Run 1, the metal 1 layer:
Supply wires on this layer in gray.
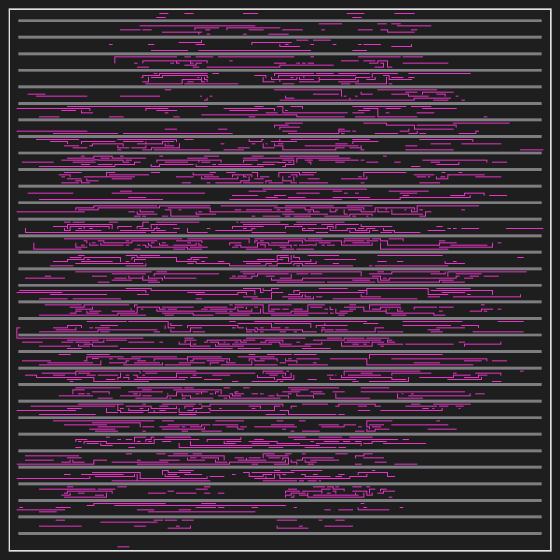
Run 1, clock nets:
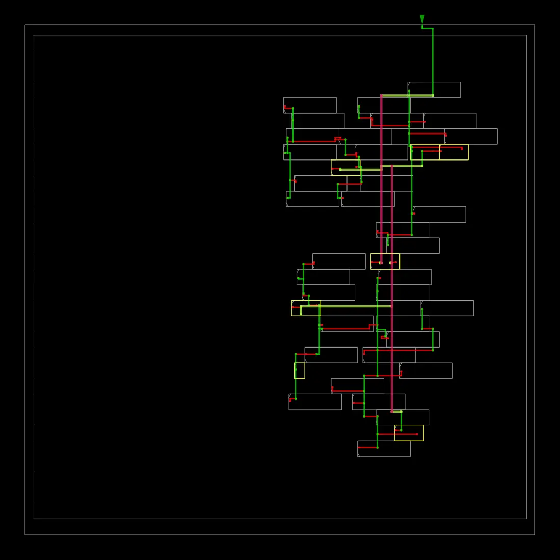
Run 1, gate-type map:
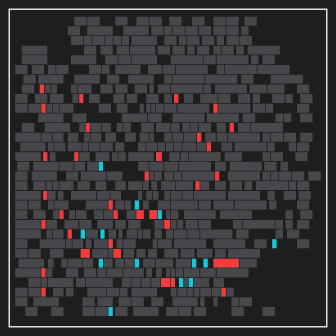
File: config.mk
export PLATFORM = sky130hd
export DESIGN_NAME = data_mem_ctrl
export DESIGN_NICKNAME = d
export VERILOG_FILES = /design/src/rtl/data_mem_ctrl.sv
export SDC_FILE = /design/constraint.sdc
export NUM_CORES = 1
export LEC_CHECK = 0
export CAP_MARGIN = 20
export CORE_UTILIZATION = 43
export DETAILED_ROUTE_END_ITERATION = 6
export GPL_TIMING_DRIVEN = 1
export HOLD_SLACK_MARGIN = 0.08
export MAX_ROUTING_LAYER = met4
export PLACE_DENSITY = 0.87
export SLEW_MARGIN = 20
export SYNTH_ARGS = -nofsm -noshare
export SYNTH_HDL_FRONTEND = slang
export SYNTH_SLANG_ARGS = --single-unit
File: constraint.sdc
create_clock -name clk -period 3.66 [get_ports clk]
set_input_delay 0.732 -clock clk [delete_from_list [all_inputs] [get_ports clk]]
set_output_delay 0.732 -clock clk [all_outputs]
set_load 0.05 [all_outputs]
File: src/rtl/data_mem_ctrl.sv
// Data-memory controller between the RV32I load/store port and a word-wide synchronous RAM.
// Performs word accesses directly, sub-word stores by read-modify-write, and extends load data.
module data_mem_ctrl #(
  parameter int ADDR_W = 10
) (
  input  logic              clk,
  input  logic              reset,
  input  logic              ReadEn,
  input  logic              WriteEn,
  input  logic [31:0]       MemAddr,
  input  logic [31:0]       toMem,
  input  logic [1:0]        addMemControl,
  input  logic              loadUnsigned,
  output logic [31:0]       fromMem,
  output logic              stall,
  output logic              misalign,
  output logic [ADDR_W-1:0] mem_addr,
  output logic              mem_re,
  input  logic [31:0]       mem_rdata,
  output logic              mem_we,
  output logic [31:0]       mem_wdata
);

  typedef enum logic [1:0] {
    IDLE,
    RD_WAIT,
    RMW_WAIT,
    DONE
  } state_t;

  localparam logic [1:0] SIZE_BYTE = 2'b00;
  localparam logic [1:0] SIZE_HALF = 2'b01;
  localparam logic [1:0] SIZE_WORD = 2'b10;

  state_t      state, state_nxt;
  logic [31:0] data_q;
  logic        misalign_q;

  logic        request;
  logic        illegal;
  logic [4:0]  byte_sh;
  logic [4:0]  half_sh;
  logic [7:0]  load_byte;
  logic [15:0] load_half;
  logic [31:0] load_val;
  logic [31:0] merged;

  // Upper address bits are deliberately dropped so addresses alias modulo the RAM size.
  logic unused_addr_bits;
  assign unused_addr_bits = ^MemAddr[31:ADDR_W+2];

  assign request  = ReadEn | WriteEn;
  assign mem_addr = MemAddr[ADDR_W+1:2];
  assign byte_sh  = {MemAddr[1:0], 3'b000};
  assign half_sh  = {MemAddr[1], 4'b0000};

  assign illegal = (addMemControl == 2'b11)
                 | ((addMemControl == SIZE_HALF) & MemAddr[0])
                 | ((addMemControl == SIZE_WORD) & (MemAddr[1:0] != 2'b00));

  // Little-endian lane extraction with sign/zero extension; word loads pass through.
  always_comb begin
    // NOTE: every variable gets a default before any branch, so no path can infer a latch.
    load_byte = mem_rdata[byte_sh +: 8];
    load_half = mem_rdata[half_sh +: 16];
    load_val  = mem_rdata;
    case (addMemControl)
      SIZE_BYTE: load_val = loadUnsigned ? {24'b0, load_byte} : {{24{load_byte[7]}}, load_byte};
      SIZE_HALF: load_val = loadUnsigned ? {16'b0, load_half} : {{16{load_half[15]}}, load_half};
      default:   load_val = mem_rdata;
    endcase
  end

  // Read-modify-write merge: replace only the addressed lane of the fetched word.
  always_comb begin
    merged = mem_rdata;
    if (addMemControl == SIZE_BYTE) begin
      merged[byte_sh +: 8] = toMem[7:0];
    end else begin
      merged[half_sh +: 16] = toMem[15:0];
    end
  end

  always_ff @(posedge clk or posedge reset) begin
    if (reset) begin
      state      <= IDLE;
      data_q     <= '0;
      misalign_q <= 1'b0;
    end else begin
      // NOTE: non-blocking assignments so every register updates from pre-edge values.
      state <= state_nxt;
      case (state)
        IDLE: begin
          if (request) begin
            data_q     <= '0;
            misalign_q <= illegal;
          end
        end
        RD_WAIT: data_q     <= load_val;
        DONE:    misalign_q <= 1'b0;
        default: ;
      endcase
    end
  end

  always_comb begin
    state_nxt = state;
    stall     = 1'b0;
    mem_re    = 1'b0;
    mem_we    = 1'b0;
    mem_wdata = '0;
    fromMem   = '0;
    misalign  = 1'b0;
    case (state)
      IDLE: begin
        if (request) begin
          stall = 1'b1;
          if (illegal) begin
            state_nxt = DONE;
          end else if (WriteEn && addMemControl == SIZE_WORD) begin
            mem_we    = 1'b1;
            mem_wdata = toMem;
            state_nxt = DONE;
          end else if (WriteEn) begin
            mem_re    = 1'b1;
            state_nxt = RMW_WAIT;
          end else begin
            mem_re    = 1'b1;
            state_nxt = RD_WAIT;
          end
        end
      end
      RD_WAIT: begin
        stall     = 1'b1;
        state_nxt = DONE;
      end
      RMW_WAIT: begin
        stall     = 1'b1;
        mem_we    = 1'b1;
        mem_wdata = merged;
        state_nxt = DONE;
      end
      DONE: begin
        fromMem   = data_q;
        misalign  = misalign_q;
        state_nxt = IDLE;
      end
      default: state_nxt = IDLE;
    endcase
  end

endmodule

==> qor.yml, run 1 <==
critical_path:
  slowest_stage: "clkdlybuf4s50_1"
  path_delay_family: "buffers and inverters"
  critPathBufInv: 5
  crit_start: "MemAddr[1]"
  end_kind: "output port"
  reg2reg_to: "data_q[23]"
  path_max_fanout: 36
  worstPathRequired_ns: 2.93
  worst_ep_arrival_time_ns: 2.83
  cp_cell_sequence: "clkdlybuf4s50_1 > buf_8 > ha_1 > clkinv_1 > nor4_4 > buf_4 > a221oi_1 > o21ai_1 > buf_12"
  ff2ff_path_depth: 6
  crit_type: "input port to output port"
cells_and_area:
  reg_top3: "data_q: 32 flops, state: 2 flops, misalign_q: 1 flops"
  nNonClkBuffers: 155
  num_antenna_cells: 0
  comb_cells: 280
  bufAreaShareNonClock_pct: 36.5
  finish.utilization_pct: 70.3
  regArea_sq_um: 876
  logic_area_sq_um: 2100
  drive_gt1_share_pct: 19.4
  postLayoutCellArea_sq_um: 5100
placement:
  dp_hpwl_microns: 9250
  port-buffer-count: 140
  dpl.cell_count: 581
  dp_slack_ns: -0.0623
detailed_routing:
  viasPerCell: 6.15
  top_layer_used: "met4"
  wl_per_cell_microns: 20.5
  drtPass1Iterations: 5
  drc: 0
  drt-initial-drc-count: 429
  drt_wl_total_microns: 12000
  wl_met1_microns: 4720
synth:
  logic_family: "AND-OR/OR-AND gates"
  aoi_share_pct: 32.2
  synthDistinctLibCells: 54
  ys_top_cells_by_count: "43 x and2_1, 35 x dfrtp_1, 30 x o21ai_0"
  yosysSeqAreaShare_pct: 27.0
  top_cell_area_share_pct: 27.0
  yosysChipArea_sq_um: 3240
  synth-edff-count: 0
  synth_area_per_cell_sq_um: 8.83
  ys_sh_simple_pct: 19.3
  xor_share_pct: 0
  top_area_cell: "dfrtp_1"
  ys.flops: 35
  top_cells_by_area: "dfrtp_1 27%, and2_1 8.3%, a221o_1 7.7%"
  synth_adder_area_share_pct: 3.86
  ys_cells: 367
  syn_area_sq_um: 3240
run:
  warnings: 54
  max_cap_viol_count: 0
worst_hold_path:
  holdPathEnd: "data_q[2]"
  hp-class: "flip-flop to flip-flop"
sta:
  final.setup_skew_ns: 0.00820
  fin_crit_ns: 3.56
  fmax_ghz: 0.281
  finalMaxSlewViolations: 0
  final.setup.worst_slack_ns: 0.0973
  setup_tns_ns: 0
  holdWs_ns: 0.491
floorplan:
  std_cell_rows: 31
  tap_cells: 99
  die-width_microns: 88.8
  fp-utilization_pct: 44.7
  ioPinCount: 181
  chipHeight_microns: 88.8
run_status:
  status: "completed"
power_and_ir_drop:
  total_power_w: 0.00347
  vdd_ir_drop_max_uv: 384
grt:
  grt-ovfl-total: 0
  use_met3_pct: 5.78
  grt_pass1_wl_microns: 18800
## Picture notes: 'the metal 1 layer'
main direction: horizontal
share of all routed wire: 39%
wire length on this layer: 4,720 microns
vias: 3,625
met1 Use GR: 40.0%

## Picture notes: 'clock nets'
Num Clock Sinks: 35
clk latency late pin: 0.29 ns
Clk. pwr: 0.000280 W
Clock Buffer Count: 6

## Picture notes: 'gate-type map'
| color | family | cells | most used |
|---|---|---|---|
| red | NAND gates | 33 | nand2_1 |
| cyan | inverters | 13 | inv_1 |
highest-count logic cell in the final layout: clkdlybuf4s50_1
fin cells: 589
logic share of the area: 41.2%

run 1: report_power, final:
part	internal, W	total [W]	switching, W	leakage, nW
registers	0.000541	0.000634	0.0000931	0.450
logic	0.00105	0.00255	0.00150	1.58
clock network	0.000147	0.000280	0.000132	0.0470
total	0.00174	0.00347	0.00173	2.08
run 1: what timing repair did:
item / 4_1_cts / 5_1_grt
pin swaps: 0 / 3
gates resized: 1 / 7
setup buffers: 0 / 1
endpoints found under the setup margin: 8 / 17
run 1: tightest hold or removal path: cells and delay by family, from the launching register on:
family | cells | cell delay (ns)
AOI/OAI and AO/OA | 1 | 0.06
and+or+nand+nor | 1 | 0.05
DFF | 1 | 0.35
==> run 1 -> run 2 <==
--- a/config.mk
+++ b/config.mk
@@ -5,8 +5,8 @@
 export SDC_FILE = /design/constraint.sdc
 export NUM_CORES = 1
 export LEC_CHECK = 0
-export CAP_MARGIN = 20
 export CORE_UTILIZATION = 43
+export CTS_CLUSTER_SIZE = 16
 export DETAILED_ROUTE_END_ITERATION = 6
 export GPL_TIMING_DRIVEN = 1
 export HOLD_SLACK_MARGIN = 0.08
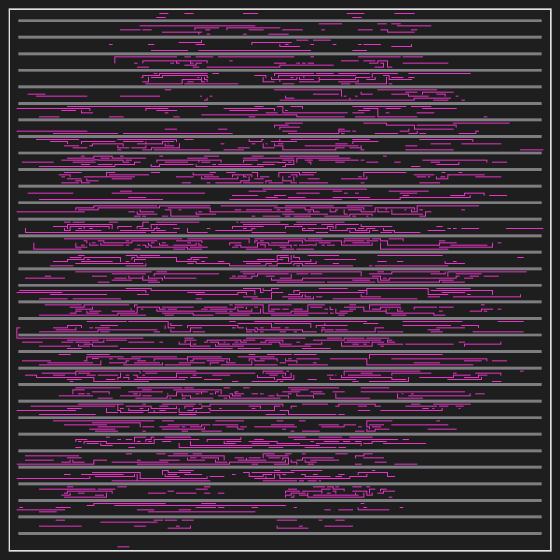
Run 2: the metal 1 layer
Supply wires on this layer in gray.
nets with wire on the layer: 486
share of all routed wire: 39%
main direction: horizontal
wire length on this layer: 4,720 microns

==> run 2 against run 1 <==
Register-to-register slack about the same; sequential share of layout area unchanged; synthesized cell count is the same; critical path type unchanged; combinational power barely moved; highest routed layer unchanged; utilization unchanged; largest cell class unchanged; hold slack unchanged.
==> qor.yml, run 2 <==
sta:
  final.setup.worst_slack_ns: 0.0973
  fin_crit_ns: 3.56
  fmax_ghz: 0.281
  holdWs_ns: 0.491
cells_and_area:
  instances_no_fill: 589
  reg_top3: "data_q: 32 flops, state: 2 flops, misalign_q: 1 flops"
  num_antenna_cells: 0
  drive_gt1_share_pct: 19.4
  regArea_sq_um: 876
placement:
  dp_hpwl_microns: 9250
  port-buffer-count: 140
  dp_slack_ns: -0.0623
  dpl.cell_count: 581
power_and_ir_drop:
  power.group.top: "combinational cells"
  total_power_w: 0.00347
  powerComb_w: 0.00255
  switching_share_pct: 49.9
  comb_power_share_pct: 73.6
  pg_clk_w: 0.000280
  p_sw_w: 0.00173
critical_path:
  critPathBufInv: 5
  cp_cell_sequence: "clkdlybuf4s50_1 > buf_8 > ha_1 > clkinv_1 > nor4_4 > buf_4 > a221oi_1 > o21ai_1 > buf_12"
  slowest_stage: "clkdlybuf4s50_1"
  ff2ff_path_depth: 6
  worstPathRequired_ns: 2.93
  crit_type: "input port to output port"
detailed_routing:
  wl_per_cell_microns: 20.5
  drtPass1Iterations: 5
  drt-initial-drc-count: 429
  viasPerCell: 6.15
  drt_wl_total_microns: 12000
  wl_met1_microns: 4720
worst_hold_path:
  holdPathEnd: "data_q[2]"
synth:
  syn_area_sq_um: 3240
  yosysSeqAreaShare_pct: 27.0
  top_cell_area_share_pct: 27.0
  synth_area_per_cell_sq_um: 8.83
  synthDistinctLibCells: 54
  top_area_cell: "dfrtp_1"
  top_cells_by_area: "dfrtp_1 27%, and2_1 8.3%, a221o_1 7.7%"
  synth-edff-count: 0
  yosysChipArea_sq_um: 3240
  ys_cells: 367
clocking:
  post_cts_buffers: 0
  cts.repair.resized: 1
  numClockSinks: 35
floorplan:
  std_cell_rows: 31
  ioPinCount: 181
  fp-utilization_pct: 44.7
  chipHeight_microns: 88.8
grt:
  use_met3_pct: 5.78
  grt_util_met1_pct: 40.0
  grt-ovfl-total: 0
run:
  warnings: 54
run_status:
  status: "completed"
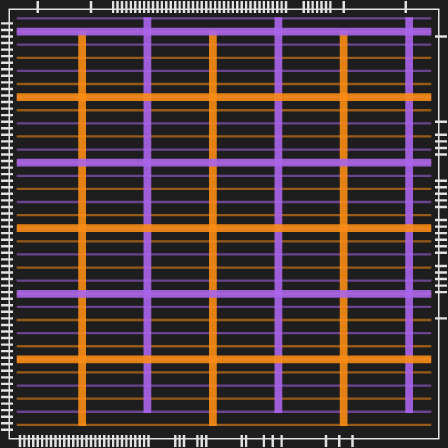
Run 2: power grid
Pins as bars on the die edge.
| color | net |
|---|---|
| purple | VDD |
| orange | VSS |
met4 straps: 6
met5 straps: 6
signal pins: 181
Core ar.: 7250 sq um
Worst IR Drop VDD: 384 uV

==> run 2: cell counts after synthesis <==
Identical to the previous run, type by type.
==> run 2: final cells by class <==
type / instances / area share, %
Multi-Input combinational cell: 280 / 41.2
Timing Repair Buffer: 155 / 36.5
Sequential cell: 35 / 17.2
Tap cell: 99 / 2.43
Clock buffer: 6 / 1.62
Inverter: 13 / 0.956
Clock inverter: 1 / 0.0981
==> run 2: kinds of logic after synthesis <==
logic type	after synthesis	share of synthesized area (%)
buf+inv	52	8.88
mux	25	8.69
simple gates	107	19.3
fa+ha+maj	10	3.86
compound gates	138	32.2
flops	35	27.0
==> run 2 -> run 3 <==
==> constraint.sdc (replaced) <==
create_clock -name clk -period 3.66 [get_ports clk]
set_input_delay 0.732 -clock clk [delete_from_list [all_inputs] [get_ports clk]]
set_output_delay 0.732 -clock clk [all_outputs]
set_load 0.02 [all_outputs]
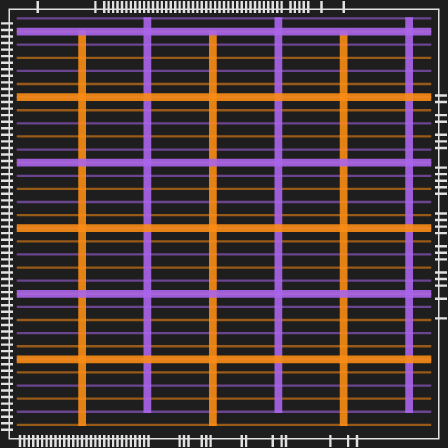
Run 3: power grid
Pins as bars on the die edge.
| color | net |
|---|---|
| orange | VSS |
| purple | VDD |
rows: 31
met4 straps: 6

==> run 3 against run 2 <==
Combinational power is 33% lower; critical path depth is 1 lower; die size stayed put; cell count is 3.1% higher; largest power group unchanged; synthesized area stayed put; worst setup slack worse by 0.010 ns; non-clock buffer count is 18 higher; global-route usage is 2.0 points lower; largest cell class unchanged; via count is 1.4% higher; power is 24% lower.
==> qor.yml, run 3 <==
run_status:
  status: "completed"
power_and_ir_drop:
  powerComb_w: 0.00170
  switching_share_pct: 44.2
  comb_power_share_pct: 65.1
  p_sw_w: 0.00116
  power.internal_w: 0.00146
  pg_clk_w: 0.000282
  power.group.top: "combinational cells"
  clkPwrFrac_pct: 10.8
  total_power_w: 0.00262
  vdd_ir_drop_max_uv: 250
  p_seq_share_pct: 24.2
critical_path:
  worstPathRequired_ns: 2.93
  path_delay_family: "buffers and inverters"
  critPathBufInv: 3
  path_max_fanout: 5
  slowest_stage: "clkdlybuf4s50_1"
  worst_ep_arrival_time_ns: 2.84
  cp_cell_sequence: "clkdlybuf4s50_1 > inv_1 > ha_2 > and4b_2 > nand3b_1 > a221oi_1 > a21o_1 > dlygate4sd2_1"
  end_kind: "output port"
  crit_path_max_incr_delay_ns: 0.49
  crit_type: "input port to output port"
cells_and_area:
  reg_top3: "data_q: 32 flops, state: 2 flops, misalign_q: 1 flops"
  num_antenna_cells: 0
  instances_no_fill: 607
  drive_gt1_share_pct: 16.9
  lay_top_count: "clkdlybuf4s50_1"
  postLayoutCellArea_sq_um: 4850
grt:
  grt_pass1_wl_microns: 17800
  grt-ovfl-total: 0
  grt.busiest_layer: "met2"
  use_met3_pct: 5.32
  grt_util_met1_pct: 37.7
synth:
  synthDistinctLibCells: 54
  synth_area_per_cell_sq_um: 8.83
  top_area_cell: "dfrtp_1"
  top_cell_area_share_pct: 27.0
  ys_sh_simple_pct: 19.3
  ys_cells: 367
  top_cells_by_area: "dfrtp_1 27%, and2_1 8.3%, a221o_1 7.7%"
  ys_top_cells_by_count: "43 x and2_1, 35 x dfrtp_1, 30 x o21ai_0"
  synth-edff-count: 0
  yosysChipArea_sq_um: 3240
  yosysSeqAreaShare_pct: 27.0
  xor_share_pct: 0
  ys.flops: 35
  synth_adder_area_share_pct: 3.86
  aoi_share_pct: 32.2
  logic_family: "AND-OR/OR-AND gates"
  synthMuxAreaShare_pct: 8.69
floorplan:
  ioPinCount: 181
  fp-utilization_pct: 44.7
  chipHeight_microns: 88.8
  core-area_sq_um: 7250
  std_cell_rows: 31
  die-width_microns: 88.8
clocking:
  cts.repair.resized: 34
  clk_latency_ns: 0.29
  post_cts_buffers: 2
  numClockSinks: 35
placement:
  dp_slack_ns: -0.229
  port-buffer-count: 140
detailed_routing:
  drc: 0
  wl_met1_microns: 4590
  drtPass1Iterations: 5
  drt_wl_total_microns: 11700
  via_count: 3676
  wl_per_cell_microns: 19.2
sta:
  final.setup.worst_slack_ns: 0.0869
  setup_tns_ns: 0
  holdWs_ns: 0.507
  fin_crit_ns: 3.57
  finalMaxSlewViolations: 0
  final.setup_skew_ns: 0.00787
worst_hold_path:
  hp-class: "flip-flop to flip-flop"
run:
  warnings: 55
  max_cap_viol_count: 0
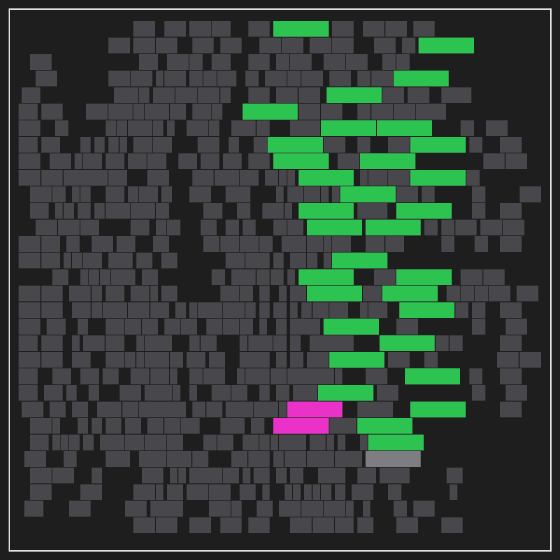
Run 3: register map, names as in the netlist
Other sequential cells in the stronger gray, the rest of the logic in the fainter gray.
| color | name in the netlist | placed flops |
|---|---|---|
| green | data_q | 32 |
| magenta | state | 2 |
not colored: 1
post-layout util: 66.8%
Seq group: 0.000633 W
flop share of the area: 18.1%
register area: 876 sq um

==> run 3: cell counts after synthesis <==
No cell type changed its count.
==> run 3: cell type report <==
cell class / count / area [sq um]
fill: 611 / 2410
tap: 99 / 124
clock inverter: 1 / 5.00
clock buffer: 6 / 82.6
timing repair buffer: 173 / 1610
inverter: 13 / 48.8
sequential: 35 / 876
multi-input combinational: 280 / 2100
==> run 3: final timing paths <==
| kind | startpoint | end | slack, ns | cells past startpoint |
|---|---|---|---|---|
| max reg2reg | state[1] | data_q[19] | 1.23 | 6 |
| min reg2reg | data_q[4] | data_q[4] | 0.51 | 2 |
| min in group asynchronous | reset | data_q[31] | 0.84 | 3 |
| min | data_q[4] | data_q[4] | 0.51 | 2 |
| max in group asynchronous | reset | data_q[1] | 2.51 | 3 |
| max | MemAddr[1] | mem_wdata[10] | 0.09 | 8 |
Power is estimated from default activity; no workload was simulated.
